==> config.mk <==
export PLATFORM = sky130hd
export DESIGN_NAME = branch_resolve_unit_flat
export DESIGN_NICKNAME = d
export VERILOG_FILES = /design/src/rtl/branch_resolve_unit_if.sv /design/src/rtl/branch_resolve_unit.sv /design/src/flat_wrapper.sv
export SDC_FILE = /design/constraint.sdc
export NUM_CORES = 1
export LEC_CHECK = 0
export ABC_AREA = 1
export CORE_UTILIZATION = 39
export DETAILED_ROUTE_END_ITERATION = 8
export GPL_TIMING_DRIVEN = 0
export HOLD_SLACK_MARGIN = 0.03
export PLACE_DENSITY_LB_ADDON = 0.3
export SETUP_SLACK_MARGIN = 0.2
export SLEW_MARGIN = 15
export SYNTH_ARGS = -nofsm -noshare
export SYNTH_HDL_FRONTEND = slang
export SYNTH_SLANG_ARGS = --single-unit
==> constraint.sdc <==
create_clock -name clk -period 15.4 [get_ports clk]
set_input_delay 3.85 -clock clk [delete_from_list [all_inputs] [get_ports clk]]
set_output_delay 3.85 -clock clk [all_outputs]
set_load 0.02 [all_outputs]
==> src/rtl/branch_resolve_unit_if.sv <==
// Fetch/resolve handshake and BTB-update bundle between the pipeline and the
// branch resolve unit.
interface branch_resolve_unit_if #(
  parameter int CNT_W = 16
);
  logic             fetch_valid;
  logic [31:0]      fetch_pc;
  logic             pred_taken;
  logic [31:0]      pred_target;
  logic             fetch_ready;

  logic             resolve_valid;
  logic [31:0]      resolve_pc;
  logic             actual_taken;
  logic [31:0]      actual_target;

  logic             update_en;
  logic [31:0]      update_pc;
  logic [31:0]      update_target;
  logic             redirect;
  logic [31:0]      redirect_pc;
  logic [CNT_W-1:0] branch_count;
  logic [CNT_W-1:0] mispredict_count;
  logic             desync_err;

  modport master (
    output fetch_valid, fetch_pc, pred_taken, pred_target,
    output resolve_valid, resolve_pc, actual_taken, actual_target,
    input  fetch_ready, update_en, update_pc, update_target,
    input  redirect, redirect_pc, branch_count, mispredict_count, desync_err
  );

  modport slave (
    input  fetch_valid, fetch_pc, pred_taken, pred_target,
    input  resolve_valid, resolve_pc, actual_taken, actual_target,
    output fetch_ready, update_en, update_pc, update_target,
    output redirect, redirect_pc, branch_count, mispredict_count, desync_err
  );
endinterface

==> src/rtl/branch_resolve_unit.sv <==
// Tracks in-flight BTB predictions in fetch order and checks the oldest one
// against the MEM-stage outcome, producing BTB writes, redirects and stats.
module branch_resolve_unit #(
  parameter int DEPTH = 4,
  parameter int CNT_W = 16
) (
  input  logic                  clk,
  input  logic                  rst,
  branch_resolve_unit_if.slave  bus
);
  localparam int AW = $clog2(DEPTH);
  localparam logic [AW:0]      FULL_CNT = (AW + 1)'(DEPTH);
  localparam logic [AW-1:0]    PTR_ONE  = AW'(1);
  localparam logic [AW:0]      CNT_ONE  = (AW + 1)'(1);
  localparam logic [CNT_W-1:0] STAT_ONE = CNT_W'(1);

  logic [31:0] pc_mem     [DEPTH];
  logic        taken_mem  [DEPTH];
  logic [31:0] target_mem [DEPTH];

  logic [AW-1:0]    rd_ptr_reg, wr_ptr_reg;
  logic [AW:0]      count_reg;
  logic             update_en_reg, redirect_reg, desync_reg;
  logic [31:0]      update_pc_reg, update_target_reg, redirect_pc_reg;
  logic [CNT_W-1:0] branch_count_reg, mispredict_count_reg;

  logic        full, empty, pop, push, mispredict, need_update, desync_next;
  logic [31:0] head_pc, head_target;
  logic        head_taken;

  assign full  = (count_reg == FULL_CNT);
  assign empty = (count_reg == '0);

  // Head is read combinationally so the compare happens in the resolve cycle.
  assign head_pc     = pc_mem[rd_ptr_reg];
  assign head_taken  = taken_mem[rd_ptr_reg];
  assign head_target = target_mem[rd_ptr_reg];

  assign pop = bus.resolve_valid && !empty;
  assign mispredict = pop && ((head_taken != bus.actual_taken) ||
                      (head_taken && bus.actual_taken && (head_target != bus.actual_target)));
  assign need_update = pop && bus.actual_taken &&
                       (!head_taken || (head_target != bus.actual_target));
  // A push alongside a mispredict belongs to the wrong path and is dropped.
  assign push = bus.fetch_valid && (!full || pop) && !mispredict;
  assign desync_next = bus.resolve_valid && (empty || (head_pc != bus.resolve_pc));

  always_ff @(posedge clk) begin
    if (push) begin
      pc_mem[wr_ptr_reg]     <= bus.fetch_pc;
      taken_mem[wr_ptr_reg]  <= bus.pred_taken;
      target_mem[wr_ptr_reg] <= bus.pred_target;
    end
  end

  always_ff @(posedge clk or posedge rst) begin
    if (rst) begin
      rd_ptr_reg <= '0;
      wr_ptr_reg <= '0;
      count_reg  <= '0;
    end else if (mispredict) begin
      rd_ptr_reg <= wr_ptr_reg;
      count_reg  <= '0;
    end else begin
      if (push) wr_ptr_reg <= wr_ptr_reg + PTR_ONE;
      if (pop)  rd_ptr_reg <= rd_ptr_reg + PTR_ONE;
      if (push && !pop)      count_reg <= count_reg + CNT_ONE;
      else if (pop && !push) count_reg <= count_reg - CNT_ONE;
    end
  end

  always_ff @(posedge clk or posedge rst) begin
    if (rst) begin
      update_en_reg        <= 1'b0;
      update_pc_reg        <= '0;
      update_target_reg    <= '0;
      redirect_reg         <= 1'b0;
      redirect_pc_reg      <= '0;
      branch_count_reg     <= '0;
      mispredict_count_reg <= '0;
      desync_reg           <= 1'b0;
    end else begin
      update_en_reg <= need_update;
      redirect_reg  <= mispredict;
      if (need_update) begin
        update_pc_reg     <= bus.resolve_pc;
        update_target_reg <= bus.actual_target;
      end
      if (mispredict)
        redirect_pc_reg <= bus.actual_taken ? bus.actual_target : bus.resolve_pc + 32'd4;
      if (pop && (branch_count_reg != '1))
        branch_count_reg <= branch_count_reg + STAT_ONE;
      if (mispredict && (mispredict_count_reg != '1))
        mispredict_count_reg <= mispredict_count_reg + STAT_ONE;
      if (desync_next)
        desync_reg <= 1'b1;
    end
  end

  assign bus.fetch_ready      = !full;
  assign bus.update_en        = update_en_reg;
  assign bus.update_pc        = update_pc_reg;
  assign bus.update_target    = update_target_reg;
  assign bus.redirect         = redirect_reg;
  assign bus.redirect_pc      = redirect_pc_reg;
  assign bus.branch_count     = branch_count_reg;
  assign bus.mispredict_count = mispredict_count_reg;
  assign bus.desync_err       = desync_reg;
endmodule

==> src/flat_wrapper.sv <==
// flat-port wrapper written by rule: the top's interface ports become plain ports
module branch_resolve_unit_flat 
#(
  parameter int DEPTH = 4,
  parameter int CNT_W = 16
)
  (clk, rst, bus_fetch_valid, bus_fetch_pc, bus_pred_taken, bus_pred_target, bus_resolve_valid, bus_resolve_pc, bus_actual_taken, bus_actual_target, bus_fetch_ready, bus_update_en, bus_update_pc, bus_update_target, bus_redirect, bus_redirect_pc, bus_branch_count, bus_mispredict_count, bus_desync_err);
  branch_resolve_unit_if #(.CNT_W(CNT_W)) bus_i ();
  input  logic clk;
  input  logic rst;
  input wire logic [$bits(bus_i.fetch_valid)-1:0] bus_fetch_valid;
  input wire logic [$bits(bus_i.fetch_pc)-1:0] bus_fetch_pc;
  input wire logic [$bits(bus_i.pred_taken)-1:0] bus_pred_taken;
  input wire logic [$bits(bus_i.pred_target)-1:0] bus_pred_target;
  input wire logic [$bits(bus_i.resolve_valid)-1:0] bus_resolve_valid;
  input wire logic [$bits(bus_i.resolve_pc)-1:0] bus_resolve_pc;
  input wire logic [$bits(bus_i.actual_taken)-1:0] bus_actual_taken;
  input wire logic [$bits(bus_i.actual_target)-1:0] bus_actual_target;
  output wire logic [$bits(bus_i.fetch_ready)-1:0] bus_fetch_ready;
  output wire logic [$bits(bus_i.update_en)-1:0] bus_update_en;
  output wire logic [$bits(bus_i.update_pc)-1:0] bus_update_pc;
  output wire logic [$bits(bus_i.update_target)-1:0] bus_update_target;
  output wire logic [$bits(bus_i.redirect)-1:0] bus_redirect;
  output wire logic [$bits(bus_i.redirect_pc)-1:0] bus_redirect_pc;
  output wire logic [$bits(bus_i.branch_count)-1:0] bus_branch_count;
  output wire logic [$bits(bus_i.mispredict_count)-1:0] bus_mispredict_count;
  output wire logic [$bits(bus_i.desync_err)-1:0] bus_desync_err;
  assign bus_i.fetch_valid = bus_fetch_valid;
  assign bus_i.fetch_pc = bus_fetch_pc;
  assign bus_i.pred_taken = bus_pred_taken;
  assign bus_i.pred_target = bus_pred_target;
  assign bus_i.resolve_valid = bus_resolve_valid;
  assign bus_i.resolve_pc = bus_resolve_pc;
  assign bus_i.actual_taken = bus_actual_taken;
  assign bus_i.actual_target = bus_actual_target;
  assign bus_fetch_ready = bus_i.fetch_ready;
  assign bus_update_en = bus_i.update_en;
  assign bus_update_pc = bus_i.update_pc;
  assign bus_update_target = bus_i.update_target;
  assign bus_redirect = bus_i.redirect;
  assign bus_redirect_pc = bus_i.redirect_pc;
  assign bus_branch_count = bus_i.branch_count;
  assign bus_mispredict_count = bus_i.mispredict_count;
  assign bus_desync_err = bus_i.desync_err;
  branch_resolve_unit #(.DEPTH(DEPTH), .CNT_W(CNT_W)) u_core (.clk(clk), .rst(rst), .bus(bus_i));
endmodule
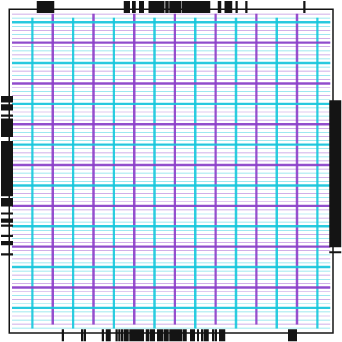
*Floorplan with the power grid, run 1*
Drawn at 1.5 px/µm. Pins as bars on the die edge.
legend:
  purple:
    net: VDD
  cyan:
    net: VSS
signal pins: 266
rows: 77

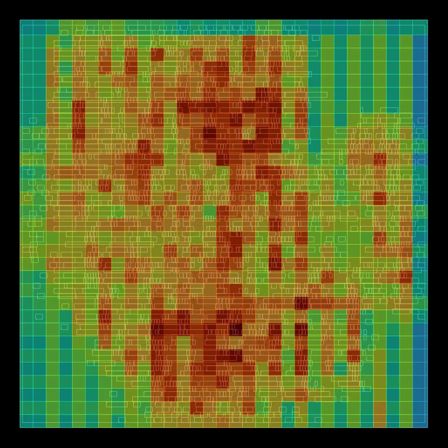
*Routing congestion map, run 1*
layer with the highest usage: met2
fin util: 0.5130
Total Routing Usage GR: 0.2450

==> deck_impl_summary.md, run 1 <==
Physical Implementation Snapshot

Worst setup path
  • Worst R2R Start: u_core.rd_ptr_reg[1]$_DFFE_PP0P_
  • Arrival time at the worst endpoint: 7.04 ns
  • Data required time at the worst endpoint: 15.67 ns
  • Reg2Reg Depth: 19
  • Slowest cell on the critical path: clkdlybuf4s50_1

Clocking
  • CTS Buf Count: 43
  • Clock tree buffer depth: 3
  • H-Tree Depth: 2
  • Cts hold-fix bufs: 0
  • Total clock sinks: 398
  • Post-CTS Setup Inserts: 0

Drt
  • WL met2: 25640 µm
  • Routed WL: 56510 µm

Logic synthesis
  • YS chip area: 17670 µm²
  • Yosys adder share: 0.007504
  • Post-synthesis simple-gate area fraction: 0.2113
  • Yosys top cell by area: edfxtp_1
  • Flops after synth: a little under 400
  • Post-synth ARST share: 0.3467
  • Top non-seq family: simple AND/OR/NAND/NOR gates

Timing
  • Setup TNS: 0 ns
  • Worst-Margin Slew: 0.8632 ns
  • Worst slew margin: 0.4245
  • PnR worst setup slack: 8.629 ns
  • Final setup viols: 0
  • Final-report max-slew violation count: 0
  • Final hold violation count: 0

Outcome
  • Status: complete, no violations

Power
  • Sequential Power: 0.00158 W
  • Main power group: combinational logic
  • PD cells: 190.7 nW/µm²

Cells and area
  • ClkCell Share: 0.06041
  • Layout cells sized above 1: 0.06035
  • Flops: 398

Global route
  • Largest net degree at the start of global routing: 89
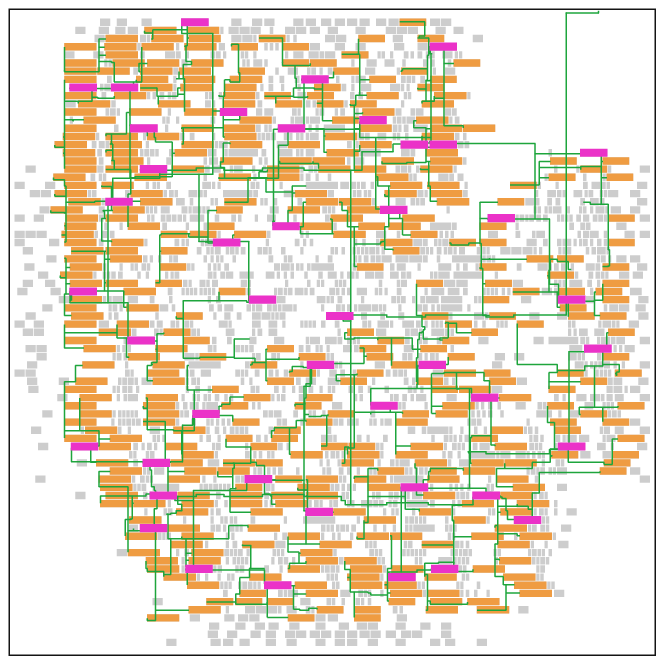
*Clock network drawn from the DEF, run 1*
Drawn at 3 px/µm.
legend:
  green:
    item: clock wires
    length: 5010 µm
  magenta:
    item: clock-net drivers
    count: 43
  orange:
    item: flip-flops
    count: 398
routed clock nets: 44
clk_skew: 0.01697 ns
clock network power: 0.00102 W
Skew-Pair Late Insertion Delay: 0.58 ns
Clock power frac: 0.235

## Run 2: what changed since run 1
Clock period 15.4 ns to 6.58 ns, I/O delays scaled along.
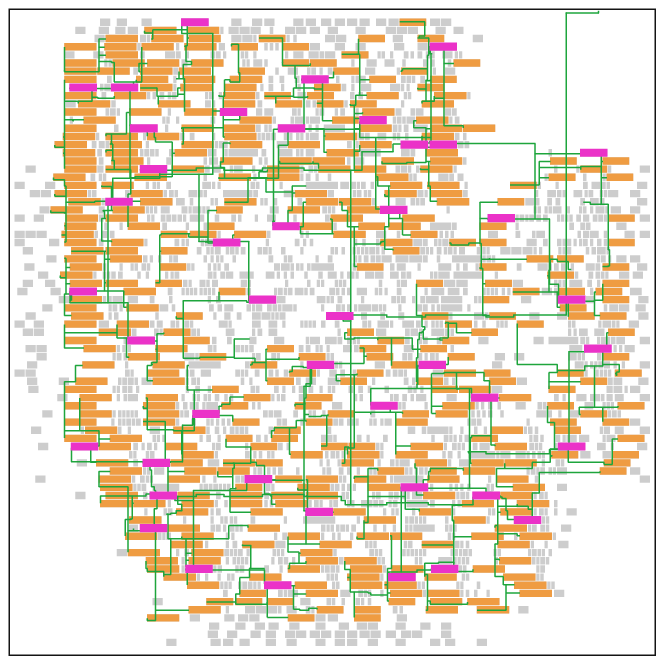
*Clock network drawn from the DEF, run 2*
Drawn at 3 px/µm.
legend:
  green:
    item: clock wires
    length: 5010 µm
  magenta:
    item: clock-net drivers
    count: 43
  orange:
    item: flip-flops
    count: 398
routed clock nets: 44

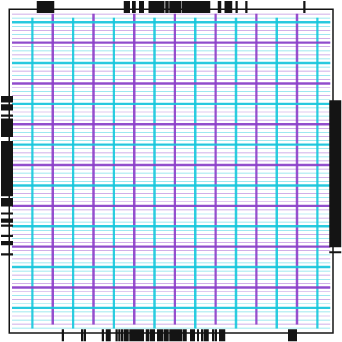
*Floorplan with the power grid, run 2*
Drawn at 1.5 px/µm. Pins as bars on the die edge.
legend:
  cyan:
    net: VSS
  purple:
    net: VDD
met5 straps: 15
met4 straps: 15
rows: 77

==> deck_impl_summary.md, run 2 <==
Physical Implementation Snapshot

Power
  • Seq pwr share: 0.364
  • Clock power frac: 0.235
  • Main power group: combinational logic
  • Sw power: 0.003929 W
  • Sequential Power: 0.00370 W
  • Leakage: 9.403 nW
  • PD cells: 446.4 nW/µm²
  • Clock network power: 0.00239 W

Logic synthesis
  • YS chip area: 17670 µm²
  • Post-synth top flop: edfxtp_1
  • Complex Gates by Area: 0.06294
  • Post-synth ARST share: 0.3467
  • Post-synthesis simple-gate area fraction: 0.2113
  • Yosys top cell by area: edfxtp_1
  • Top non-seq family: simple AND/OR/NAND/NOR gates
  • Yosys adder share: 0.007504
  • Flops after synth: about 400
  • Yosys cell count: roughly 1800
  • Synth top cells by count: 579 x nand2_1, 260 x edfxtp_1, 154 x o21ai_0
  • Count of library flops with an enable pin: 260

Cells and area
  • Largest registers: u_core.pc_mem: 128 flops, u_core.target_mem: 128 flops
  • Flops: between 300 and 400
  • Layout cells sized above 1: 0.06035
  • ClkCell Share: 0.06041
  • Nets: 2266
  • Fin util: 0.5130

Worst setup path
  • Data required time at the worst endpoint: 6.85 ns
  • Reg2Reg Depth: 19
  • Slowest cell on the critical path: clkdlybuf4s50_1
  • Critical Path Stages: 16
  • Worst R2R Start: u_core.rd_ptr_reg[1]$_DFFE_PP0P_
  • Max Fanout on Critical Path: 17
  • Reg-to-reg endpoint: u_core.target_mem[2][15]$_DFFE_PP_
  • CP delay by family, top: simple AND/OR/NAND/NOR gates
  • CP Capture Type: register
  • Arrival time at the worst endpoint: a little under 5 ns

Outcome
  • Status: complete, no violations

Timing
  • Worst slew margin: 0.4245
  • PnR worst setup slack: a little over 2 ns
  • Final hold violation count: 0
  • Final setup viols: 0
  • Clk_skew: 0.01697 ns
  • Setup TNS: 0 ns
  • Final-report max-slew violation count: 0
  • Worst-Margin Slew: roughly 0.86 ns

Global route
  • Layer with the highest usage: met2
  • Total Routing Usage GR: 0.2450
  • Largest net degree at the start of global routing: 89

Clocking
  • H-Tree Depth: 2
  • Post-CTS Setup Inserts: 0
  • Total clock sinks: a little under 400
  • CTS Buf Count: about 43
  • CTS tree: built
  • Clock tree buffer depth: 3
  • Skew-Pair Late Insertion Delay: 0.58 ns
  • Cts hold-fix bufs: 0

Floorplanning
  • Core area: approximately 44000 µm²
  • Tapcells: 592

Drt
  • WL met2: approximately 26000 µm
  • Routed WL: 56510 µm

Placement
  • Pre-CTS setup slack: 1.452 ns
No activity file was given, so power comes from the tool's default toggle rates.
